### config.mk
export PLATFORM = sky130hd
export DESIGN_NAME = game_369_judge
export DESIGN_NICKNAME = d
export VERILOG_FILES = /design/src/rtl/game_369_pkg.sv /design/src/rtl/digit_369_split.sv /design/src/rtl/game_369_judge.sv
export SDC_FILE = /design/constraint.sdc
export NUM_CORES = 1
export LEC_CHECK = 0
export ABC_AREA = 1
export CAP_MARGIN = 20
export CORE_MARGIN = 3
export CORE_UTILIZATION = 46
export CTS_BUF_LIST = sky130_fd_sc_hd__clkbuf_8
export DETAILED_ROUTE_END_ITERATION = 7
export GPL_ROUTABILITY_DRIVEN = 1
export PLACE_DENSITY = 0.77
export SYNTH_ARGS = -nofsm -noshare
export SYNTH_HDL_FRONTEND = slang
export SYNTH_SLANG_ARGS = --single-unit
### constraint.sdc
create_clock -name clk -period 1.3 [get_ports clk]
set_input_delay 0.13 -clock clk [delete_from_list [all_inputs] [get_ports clk]]
set_output_delay 0.13 -clock clk [all_outputs]
set_load 0.02 [all_outputs]
### src/rtl/game_369_pkg.sv
// Shared types and constants for the 369 game judge.
package game_369_pkg;

  localparam int unsigned VAL_W = 4;

  typedef enum logic [2:0] {
    WAIT0 = 3'd0,
    EXP3  = 3'd1,
    EXP6  = 3'd2,
    EXP9  = 3'd3,
    EXP13 = 3'd4,
    ERR   = 3'd5
  } state_e;

  localparam logic [VAL_W-1:0] V0  = 4'd0;
  localparam logic [VAL_W-1:0] V3  = 4'd3;
  localparam logic [VAL_W-1:0] V6  = 4'd6;
  localparam logic [VAL_W-1:0] V9  = 4'd9;
  localparam logic [VAL_W-1:0] V13 = 4'd13;

  // Counter value the judge expects in a given state; 0 when not tracking.
  function automatic logic [VAL_W-1:0] next_expected(input state_e st);
    logic [VAL_W-1:0] v;
    v = V0;
    case (st)
      EXP3:    v = V3;
      EXP6:    v = V6;
      EXP9:    v = V9;
      EXP13:   v = V13;
      default: v = V0;
    endcase
    return v;
  endfunction

endpackage

### src/rtl/digit_369_split.sv
// Combinational split of a 0..15 count into BCD digits plus the clap condition.
module digit_369_split
  import game_369_pkg::*;
(
  input  logic [VAL_W-1:0] count,
  output logic [3:0]       tens,
  output logic [3:0]       ones,
  output logic             is369
);

  logic ones_hit;
  logic tens_hit;

  // Values 10..15 carry a tens digit of 1; everything else is a single digit.
  always_comb begin
    tens = 4'd0;
    ones = 4'(count);
    if (count >= 4'd10) begin
      tens = 4'd1;
      ones = 4'(count - 4'd10);
    end
    ones_hit = (ones == 4'd3) || (ones == 4'd6) || (ones == 4'd9);
    tens_hit = (tens == 4'd3) || (tens == 4'd6) || (tens == 4'd9);
    is369    = ones_hit || tens_hit;
  end

endmodule

### src/rtl/game_369_judge.sv
// Judges the 369 counter stream: clap pulses, clap tally, BCD display digits
// and a sticky sequence-error flag.
module game_369_judge
  import game_369_pkg::*;
#(
  parameter int unsigned CNT_W = 8
) (
  input  logic             clk,
  input  logic             reset,
  input  logic             count_valid,
  input  logic [VAL_W-1:0] count,
  output logic             clap,
  output logic [CNT_W-1:0] clap_cnt,
  output logic [3:0]       tens,
  output logic [3:0]       ones,
  output logic             locked,
  output logic             err,
  output logic [VAL_W-1:0] expected
);

  localparam logic [CNT_W-1:0] CNT_MAX = {CNT_W{1'b1}};

  state_e     state_q;
  state_e     state_d;
  logic [3:0] tens_c;
  logic [3:0] ones_c;
  logic       is369_c;

  digit_369_split u_split (
    .count (count),
    .tens  (tens_c),
    .ones  (ones_c),
    .is369 (is369_c)
  );

  // Next-state: lock on 0, then any value other than the expected one is fatal.
  always_comb begin
    state_d = state_q;
    if (count_valid) begin
      case (state_q)
        WAIT0:   state_d = (count == V0)  ? EXP3  : WAIT0;
        EXP3:    state_d = (count == V3)  ? EXP6  : ERR;
        EXP6:    state_d = (count == V6)  ? EXP9  : ERR;
        EXP9:    state_d = (count == V9)  ? EXP13 : ERR;
        EXP13:   state_d = (count == V13) ? EXP6  : ERR;
        ERR:     state_d = ERR;
        default: state_d = ERR;
      endcase
    end
  end

  // State and registered outputs; status outputs follow the next state.
  always_ff @(posedge clk) begin
    if (reset) begin
      state_q  <= WAIT0;
      clap     <= 1'b0;
      clap_cnt <= '0;
      tens     <= 4'd0;
      ones     <= 4'd0;
      locked   <= 1'b0;
      err      <= 1'b0;
      expected <= V0;
    end else begin
      state_q  <= state_d;
      clap     <= count_valid && is369_c;
      if (count_valid) begin
        tens <= tens_c;
        ones <= ones_c;
        if (is369_c && (clap_cnt != CNT_MAX)) begin
          clap_cnt <= clap_cnt + CNT_W'(1);
        end
      end
      locked   <= (state_d != WAIT0);
      err      <= (state_d == ERR);
      expected <= next_expected(state_d);
    end
  end

endmodule

==> run_1/io_fan.png <==
Drawn at 8 px/micron.
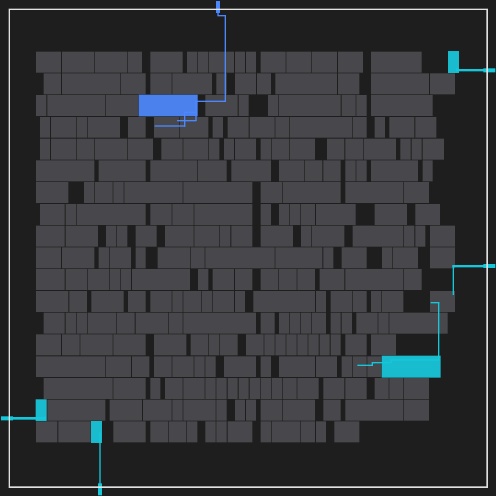
| color | port | bits | direction | end cells | buffers | wire |
|---|---|---|---|---|---|---|
| blue | locked | 1 | output | 1 | 1 | 27.2 microns |
| cyan | tens | 4 | output | 4 | 1 | 40.3 microns |
I/O pin count: 30
number of buffers inserted by port buffering: 26

==> run_1/logic_types.png <==
Drawn at 6 px/micron.
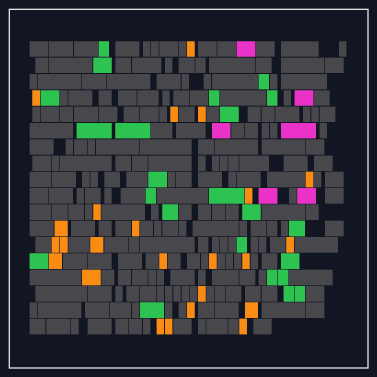
| color | family | cells |
|---|---|---|
| magenta | XOR/XNOR gates | 6 |
| orange | inverters | 24 |
| green | inverting AOI/OAI gates | 23 |
post-route non-filler standard cell count: 300
share of the final layout cell area in multi-input gates: 44.5%
most frequently placed logic cell in the final layout: nand2_1

==> run_1/flops_by_reg.png <==
Drawn at 4 px/micron.
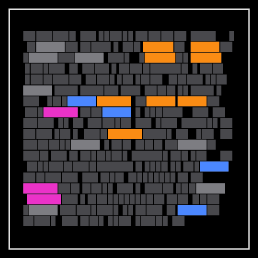
| color | netlist name | placed flops |
|---|---|---|
| blue | ones | 4 |
| magenta | state_q | 3 |
| orange | clap_cnt | 8 |
not colored: 8
combined flip-flop and latch cell area: 483 sq um
Finished Core Util: 87.5%

==> results.json, run 1 <==
{
  "postSynthRegisterBits": 23,
  "final.period_utilization_pct": 118,
  "wl_met2_mm": 2.62,
  "num-fill-cells": 125,
  "worstSkewPairLatency_ns": 0.27,
  "area_growth_pct": 71.9,
  "non_clock_buffer_area_share_pct": 25.9,
  "ys_area_sq_um": 1320,
  "die_h_microns": 59.5,
  "power.clock.total_mw": 0.446,
  "cp_peak_stage_delay_ns": 0.36,
  "post_synth_mux_area_share_pct": 0,
  "combinationalPowerShare_pct": 34.8,
  "setup_viol": 16,
  "worstHoldStart": "count[1]",
  "startpoint": "clap_cnt[1]",
  "tapcell.inserted": 30,
  "pg_comb_mw": 0.652,
  "failed_checks": "negative setup slack",
  "outcome": "finished, violations left",
  "skew_ns": 0.00191,
  "final.setup.worst_slack_ns": -0.228,
  "cellInternalPower_mw": 1.22,
  "clock_path_buffers": 2,
  "tritoncts": "built",
  "worstHoldEndpoint": "tens[0]",
  "final.signal_buffer_count": 68,
  "switching_power_mw": 0.650,
  "use_met1_pct": 25.6,
  "cts_setup_buffers": 8,
  "sequential_element_share_of_the_synthesized_area_pct": 34.9,
  "detail_route.wirelength.met1_mm": 1.81,
  "worst-r2r-setup-slack_ns": -0.23,
  "worst_ep_required_time_ns": 1.50,
  "area.combinational_sq_um": 1010,
  "yosys_cell_count": 203,
  "min_path_cells": 7,
  "rr_endpoint": "clap_cnt[4]",
  "swShare_pct": 34.7,
  "power.ir.vdd_worst_mv": 0.923,
  "clock_sink_count": 23,
  "max_freq_mhz": 654,
  "final_max_slew_viol_count": 0,
  "critical_path_class": "flop to flop",
  "synth_xor_xnor_area_share_pct": 3.98,
  "die_width_microns": 59.5,
  "deepest_level_of_the_cts_h_tree": 1,
  "post_synth.cell_area_avg_sq_um": 6.50
}
==> run_1/clocks.png <==
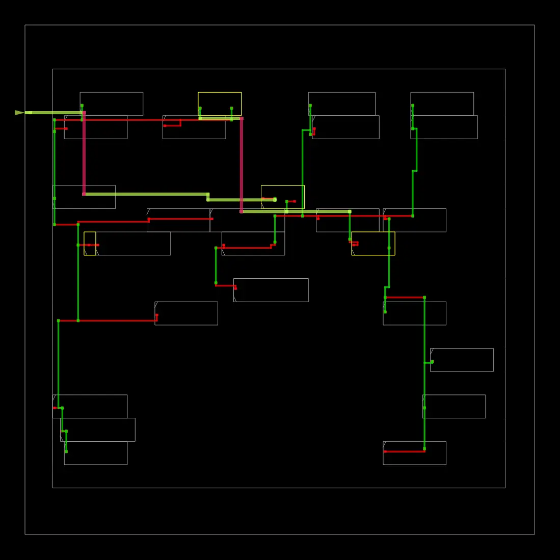

==> run 2: changes to the inputs <==
- CELL_PAD_IN_SITES_DETAIL_PLACEMENT: not set -> 1
- CELL_PAD_IN_SITES_GLOBAL_PLACEMENT: not set -> 2
- CORE_UTILIZATION: 46 -> 24
- PLACE_DENSITY: 0.77 -> not set
- PLACE_DENSITY_LB_ADDON: not set -> 0.1
==> run_2/clocks.png <==
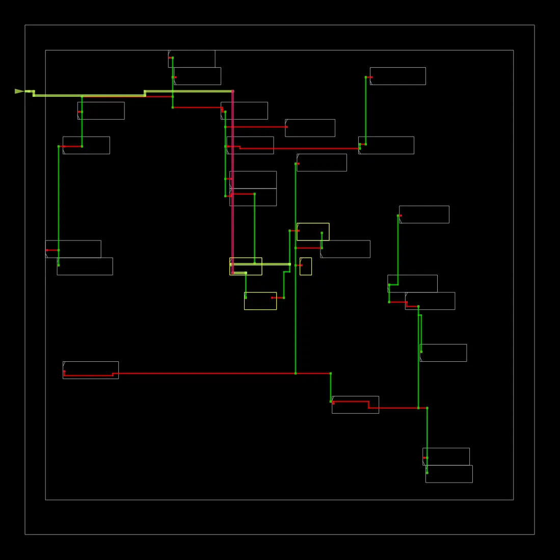
flip-flops: 23
clock group power: 0.459 mW
count of clock-net buffers in the final layout: 3
clock sink count: 23

==> run_2/io_fan.png <==
Drawn at 6 px/micron.
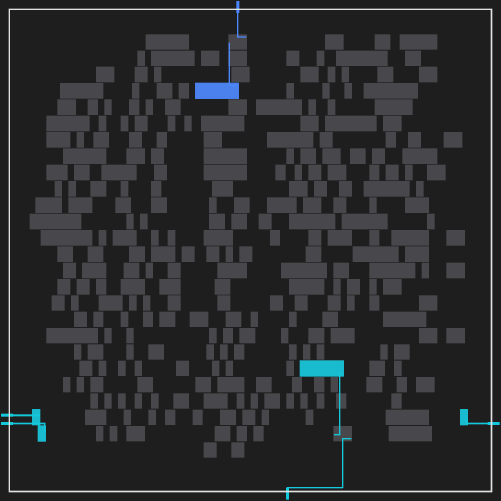
| color | port | bits | direction | end cells | buffers | wire |
|---|---|---|---|---|---|---|
| blue | locked | 1 | output | 1 | 1 | 14.1 microns |
| cyan | tens | 4 | output | 4 | 1 | 46.1 microns |

==> run 2 against run 1 <==
The flow now finishes without violations; clock power grew 3%; maximum frequency grew 18%; sequential share of layout area grew 0.43 points; design area shrank 1.2%; largest power group unchanged; highest routed layer unchanged.
==> results.json, run 2 <==
{
  "cts_setup_buffers": 2,
  "skew_ns": 0.00508,
  "tritoncts": "built",
  "worstHoldStart": "count_valid",
  "clock_path_buffers": 2,
  "die_h_microns": 80.1,
  "worst-r2r-setup-slack_ns": 0.007,
  "sequential_element_share_of_the_synthesized_area_pct": 34.9,
  "cellInternalPower_mw": 1.19,
  "switching_power_mw": 0.588,
  "swShare_pct": 33.0,
  "yosys_cell_count": 203,
  "max_freq_mhz": 774,
  "post_synth.cell_area_avg_sq_um": 6.50,
  "postSynthRegisterBits": 23,
  "final.setup.worst_slack_ns": 0.00723,
  "area.combinational_sq_um": 940,
  "wl_met2_mm": 2.34,
  "area_growth_pct": 69.8,
  "setup_viol": 0,
  "stdcell_count": 341,
  "outcome": "completed",
  "final_max_slew_viol_count": 0,
  "tapcell.inserted": 70,
  "grt_busiest_layer": "met2",
  "post_route_cells_drive_above_1_share_pct": 43.9,
  "deepest_level_of_the_cts_h_tree": 1,
  "final.period_utilization_pct": 99.4,
  "worst_ep_required_time_ns": 1.46,
  "use_met1_pct": 16.4,
  "final_common_cell": "nand2_1",
  "startpoint": "state_q[0]",
  "drt-vias-per-instance": 4.45,
  "pg_comb_mw": 0.555,
  "final.signal_buffer_count": 69,
  "fin_util_pct": 43.0,
  "power.ir.vdd_worst_mv": 0.389,
  "die_width_microns": 80.1,
  "share_of_the_final_layout_cell_area_in_multi_input_gates_pct": 42.0,
  "worstSkewPairLatency_ns": 0.27,
  "io_pins": 30,
  "non_clock_buffer_area_share_pct": 25.9,
  "detail_route.wirelength.met1_mm": 1.83,
  "num-fill-cells": 660,
  "grt_pass1_wl_mm": 7.12,
  "cp_peak_stage_delay_ns": 0.37,
  "combinationalPowerShare_pct": 31.1,
  "asyncSetResetFlopFracSynth_pct": 0
}
==> run_2/flops_by_reg.png <==
Drawn at 3 px/micron.
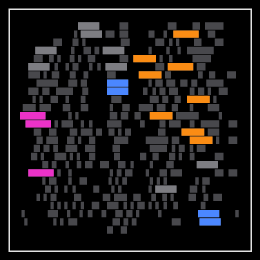
| color | netlist name | placed flops |
|---|---|---|
| blue | ones | 4 |
| orange | clap_cnt | 8 |
| magenta | state_q | 3 |

==> run_2/logic_types.png <==
Drawn at 4 px/micron.
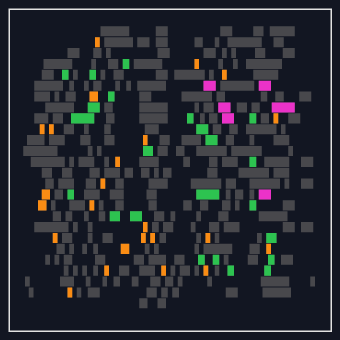

==> run 3: changes to the inputs <==
- CORE_UTILIZATION: 24 -> 29
- RECOVER_POWER: not set -> 100
- clock period: 1.3 -> 1.65 ns (I/O delays scaled with it)
==> run_3/logic_types.png <==
Drawn at 4 px/micron.
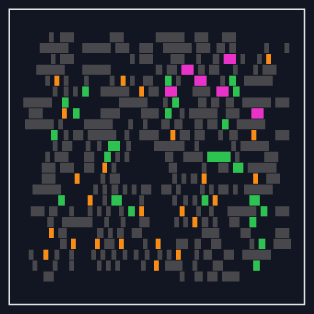
| color | family | cells |
|---|---|---|
| orange | inverters | 24 |
| green | inverting AOI/OAI gates | 23 |
| magenta | XOR/XNOR gates | 6 |
post-route non-filler standard cell count: 305
share of the final layout cell area in multi-input gates: 40.1%

==> run_3/flops_by_reg.png <==
Drawn at 4 px/micron.
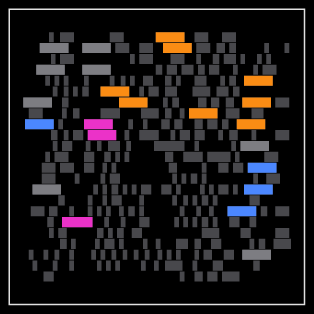
| color | netlist name | placed flops |
|---|---|---|
| orange | clap_cnt | 8 |
| blue | ones | 4 |
| magenta | state_q | 3 |
not colored: 8

==> run 3 against run 2 <==
Worst setup slack better by 0.066 ns; critical endpoint is now clap_cnt[2]; register-to-register slack better by 0.19 ns; core utilization up 1.7 points.
==> results.json, run 3 <==
{
  "cp_peak_stage_delay_ns": 0.67,
  "sequential_element_share_of_the_synthesized_area_pct": 34.9,
  "die_h_microns": 73.4,
  "combinationalPowerShare_pct": 28.1,
  "grt_pass1_wl_mm": 6.98,
  "power.ir.vdd_worst_mv": 0.467,
  "setup_viol": 0,
  "fin_util_pct": 44.7,
  "core.rowCount": 23,
  "die_width_microns": 73.4,
  "n_sequential_cell": 23,
  "power_per_cell_area_nw_per_um2": 700,
  "final.period_utilization_pct": 95.6,
  "area.combinational_sq_um": 753,
  "placedCellCount": 300,
  "use_met1_pct": 18.5,
  "gp_congestion": 0.851,
  "post_dp_cell_area_sq_um": 1800,
  "insertedDiodeCount": 0,
  "post_synth.cell_area_avg_sq_um": 6.50,
  "tool_warnings": 26,
  "max_freq_mhz": 634,
  "synthTopCellsByArea": "dfxtp_1, nand2_1, nor2_1, inv_1, nand3_1",
  "clock_sink_count": 23,
  "hpwlAfterDp_mm": 3.28,
  "critical_path_class": "flop to output pin",
  "worst-r2r-setup-slack_ns": 0.20,
  "post_cts_resized": 4,
  "num-fill-cells": 550,
  "swShare_pct": 31.2,
  "io_pins": 30,
  "cellInternalPower_mw": 0.906,
  "clock_buffers": 3,
  "r2r_start": "state_q[2]",
  "worstHoldStart": "count[3]",
  "worstPathCellList": "buf_4 > dlygate4sd3_1",
  "area_growth_pct": 42.5,
  "maxCapViolCount": 0,
  "final.setup.worst_slack_ns": 0.0729,
  "postSynthRegisterBits": 23,
  "final_max_slew_viol_count": 0,
  "drc_errors": 0,
  "deepest_level_of_the_cts_h_tree": 1,
  "worstSkewPairLatency_ns": 0.26,
  "pg_comb_mw": 0.369,
  "drt-vias-per-instance": 4.79,
  "switching_power_mw": 0.410,
  "clock_path_buffers": 2,
  "grt_start_max_net_pins": 16,
  "final.signal_buffer_count": 53,
  "skew_ns": 0.00585,
  "tritoncts": "built",
  "start_kind": "flop",
  "tapcell.inserted": 50,
  "finalCriticalPeriod_ns": 1.58,
  "wl_met2_mm": 2.19,
  "yosys_cell_count": 203,
  "cp_top_family": "buffers and inverters",
  "detail_route.wirelength.met1_mm": 1.66,
  "startpoint": "clap_cnt[2]",
  "final_nets": 265,
  "grt_busiest_layer": "met2",
  "post_synth_instance_area_sq_um": 1320,
  "cts_setup_buffers": 0,
  "final_common_cell": "nand2_1",
  "globalRoute.totalOverflow": 0,
  "non_clock_buffer_area_share_pct": 24.8,
  "grt_antenna_before_repair": 0,
  "asyncSetResetFlopFracSynth_pct": 0,
  "static_leakage_nw": 0.986,
  "yosys_synthesis_warning_count": 0,
  "post_route_cells_drive_above_1_share_pct": 19.2,
  "timing.setup.tns_ns": 0,
  "timing.critical_path.buf_inv": 2,
  "worst_ep_required_time_ns": 1.48,
  "power.clock.total_mw": 0.344,
  "setup.worst_path.end_class": "output pin",
  "largest_area_cell": "dfxtp_1",
  "outcome": "completed",
  "design_area_sq_um": 1880,
  "cp.depth": 2
}
==> run_3/io_fan.png <==
Drawn at 6 px/micron.
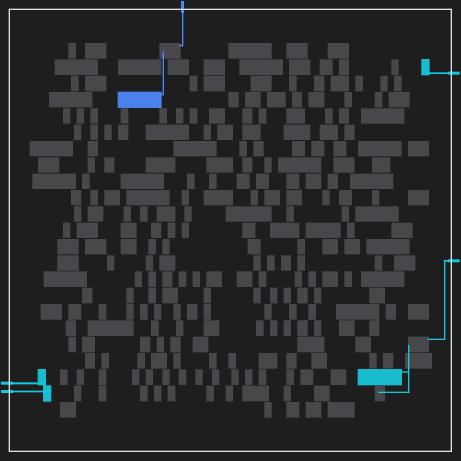
| color | port | bits | direction | end cells | buffers | wire |
|---|---|---|---|---|---|---|
| blue | locked | 1 | output | 1 | 1 | 13.7 microns |
| cyan | tens | 4 | output | 4 | 1 | 46.9 microns |

Power and IR drop assume default switching activity.
